Fig. 1: the clock network
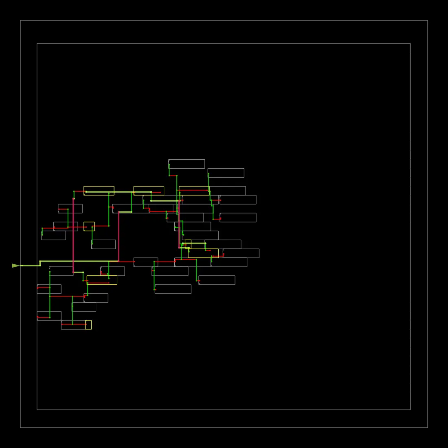
Fig. 2: selected gate families
(3 px per um)
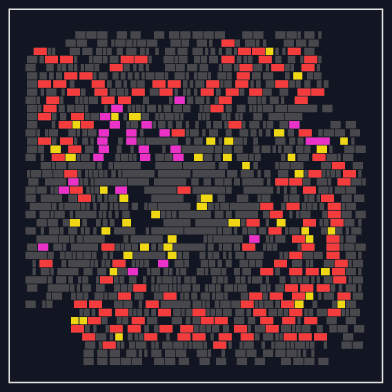
Fig. 3: wiring by layer
(3 px per um)
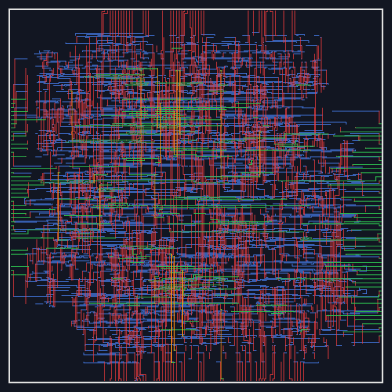
==> config.mk <==
export PLATFORM = sky130hd
export DESIGN_NAME = ball_physics
export DESIGN_NICKNAME = d
export VERILOG_FILES = /design/src/rtl/ball_physics.sv
export SDC_FILE = /design/constraint.sdc
export NUM_CORES = 1
export LEC_CHECK = 0
export CORE_MARGIN = 5
export CORE_UTILIZATION = 55
export DETAILED_ROUTE_END_ITERATION = 16
export PLACE_DENSITY = 0.84
export SLEW_MARGIN = 20
export SYNTH_ARGS = -nofsm -noshare
export SYNTH_HDL_FRONTEND = slang
export SYNTH_SLANG_ARGS = --single-unit
==> constraint.sdc <==
create_clock -name clk25 -period 8.3 [get_ports clk25]
set_clock_uncertainty 0.2 [all_clocks]
set_input_delay 2.49 -clock clk25 [delete_from_list [all_inputs] [get_ports clk25]]
set_output_delay 2.49 -clock clk25 [all_outputs]
set_load 0.005 [all_outputs]
==> Changelog: implementation <==
### Physical design

* Fill cell count at 1051
* Time the worst path needs with I/O delays and setup at 6.32 ns
* Internal power component at 0.000535 W
* Largest net degree at the start of global routing at 22
* Number of nets with antenna violations after routing at 0
* First DRT Iteration DRCs at 774
* Synthesis warning total at 0
* Cell count in the Yosys report at 926
* Sw power at between 0.0003 and 0.0004 W
* Crit end category: register
* Clock tree from TritonCTS: done
* Final worst hold slack at 0.303 ns
* Gate count of the mapped netlist at about 930
* Share of flip-flops with an asynchronous set or reset after synthesis at 0%
* Fp_density at 56.4%
* Final count of pins violating max slew at 0
* Vias per std cell at 5.89
* Post-CTS Setup Inserts at 0
* Final setup margin at 1.98 ns
* Buffers from clock root to sink, at most at 2
* Wire length of the first global-routing pass at 34200 um
* Die Span Y at 124 um
* Mapped Area at 0.00714 mm2
* Hold WC Path Type: register to register
* Result of the run: completed
* # placed instances at 1253
* Via count of the first global-routing pass at 6979
* Switching power share of the total at 39.7%
* Remaining global-route overflow at 0
* Top cell area share at between 20% and 30%
* Router iterations before antenna repair at 5
* R2R Setup Slk at 2.38 ns
* Core Box Area at 0.0127 mm2
* Layout-stage area growth over the synthesis result at 28.0%
* Tally of unique sky130hd cells used after synthesis at 82
* Hold Path Stages at 2
-- Fig. 1 (at the start) --
number of buffers inserted during clock tree synthesis: 5
sinks on the clock net: 32

-- Fig. 2 (at the start) --
AND-OR and OR-AND gates -> yellow  # cells 43, most used a21o_1
multiplexers -> magenta  # cells 25, most used mux2i_1
adder and majority cells -> red  # cells 141, most used ha_1, where all over the die
tally of non-filler cells in the final layout: 1261
Comb/total area: 61.6%
top logic cell by instance count in the layout: sky130_fd_sc_hd__clkdlybuf4s50_1

-- Fig. 3 (at the start) --
met3 -> green  # wire length 2230 um
met4 -> orange  # wire length 382 um
met2 -> red  # wire length 9580 um
met1 -> blue  # wire length 9370 um
aggregate global-route resource usage: 27.9%
Total Wirelength: 21600 um
via count: 7425
WL per Instance: 17.1 um

[cell usage after synthesis (8+ instances only)]
library cell               number
sky130_fd_sc_hd__nor3_1        25
sky130_fd_sc_hd__nand2_1       65
sky130_fd_sc_hd__a21o_1        12
sky130_fd_sc_hd__mux2i_1       22
sky130_fd_sc_hd__a22o_1         8
sky130_fd_sc_hd__ha_1         141
sky130_fd_sc_hd__o211ai_1      15
sky130_fd_sc_hd__clkbuf_1      10
sky130_fd_sc_hd__edfxtp_1      19
sky130_fd_sc_hd__xor2_1        15
sky130_fd_sc_hd__nor4_1         8
sky130_fd_sc_hd__xnor2_1       51
sky130_fd_sc_hd__nand4_1       19
sky130_fd_sc_hd__o21ai_0       42
sky130_fd_sc_hd__or3_1         14
sky130_fd_sc_hd__nand3_1       26
sky130_fd_sc_hd__inv_1        150
sky130_fd_sc_hd__a21oi_1       51
sky130_fd_sc_hd__nor2b_1       11
sky130_fd_sc_hd__nand2b_1       8
sky130_fd_sc_hd__nor2_1        56
sky130_fd_sc_hd__and3_1        15
sky130_fd_sc_hd__dfxtp_1       13
[power by group through the flow]
stage / Combinational [W] / Sequential (W) / Clock [W]
final: 0.000510 / 0.000201 / 0.000176
after global routing: 0.000571 / 0.000203 / 0.000186
after CTS: 0.000506 / 0.000201 / 0.000178
after detailed placement: 0.000502 / 0.000204 / 0
after global placement: 0.000488 / 0.000204 / 0
after floorplan: 0.000323 / 0.000193 / 0
[area by class of cell]
cell class	count	area, um2	area share [%]
Multi-Input combinational cell	723	5630	61.6
Timing Repair Buffer	176	1760	19.2
Sequential cell	32	831	9.09
Inverter	150	563	6.16
Tap cell	172	215	2.35
Clock buffer	5	125	1.37
Clock inverter	3	18.8	0.205
[logic make-up after synthesis]
kind of cell	synth area share (%)
compound gates	20.0
buf+inv	9.48
other cells	0.0525
flops	11.6
simple gates	20.3
fa+ha+maj	24.7
xor+xnor	10.1
mux	3.71
[routing by layer]
| metal | up-vias | wire, um | global-route usage, % |
|---|---|---|---|
| met2 | 369 | 9580 | 45.1 |
| met5 | - | 0 | 0 |
| met1 | 3387 | 9370 | 39.2 |
| met4 | 0 | 381 | 6.23 |
| met3 | 38 | 2230 | 4.54 |
| li1 | 3631 | - | - |
[critical path: stages]
cell and delay, ns:
sky130_fd_sc_hd__clkdlybuf4s50_1 0.54, sky130_fd_sc_hd__inv_1 0.10, sky130_fd_sc_hd__ha_1 0.31, sky130_fd_sc_hd__nor2b_1 0.14, sky130_fd_sc_hd__o211ai_1 0.16, sky130_fd_sc_hd__a31oi_1 0.12, sky130_fd_sc_hd__o31ai_1 0.35, sky130_fd_sc_hd__a21oi_2 0.29
sky130_fd_sc_hd__nand3_1 0.15, sky130_fd_sc_hd__a2bb2oi_1 0.78, sky130_fd_sc_hd__o21bai_1 0.20, sky130_fd_sc_hd__o21ai_1 0.17, sky130_fd_sc_hd__buf_4 0.27
[metrics by stage]
stage,util [%],total power (W)
global route,72.2,0.000960
detailed placement,71.0,0.000706
global placement,71.0,0.000691
finish,72.2,0.000888
floorplan,-,0.000516
CTS,72.2,0.000884
No activity file was given, so power comes from the tool's default toggle rates.
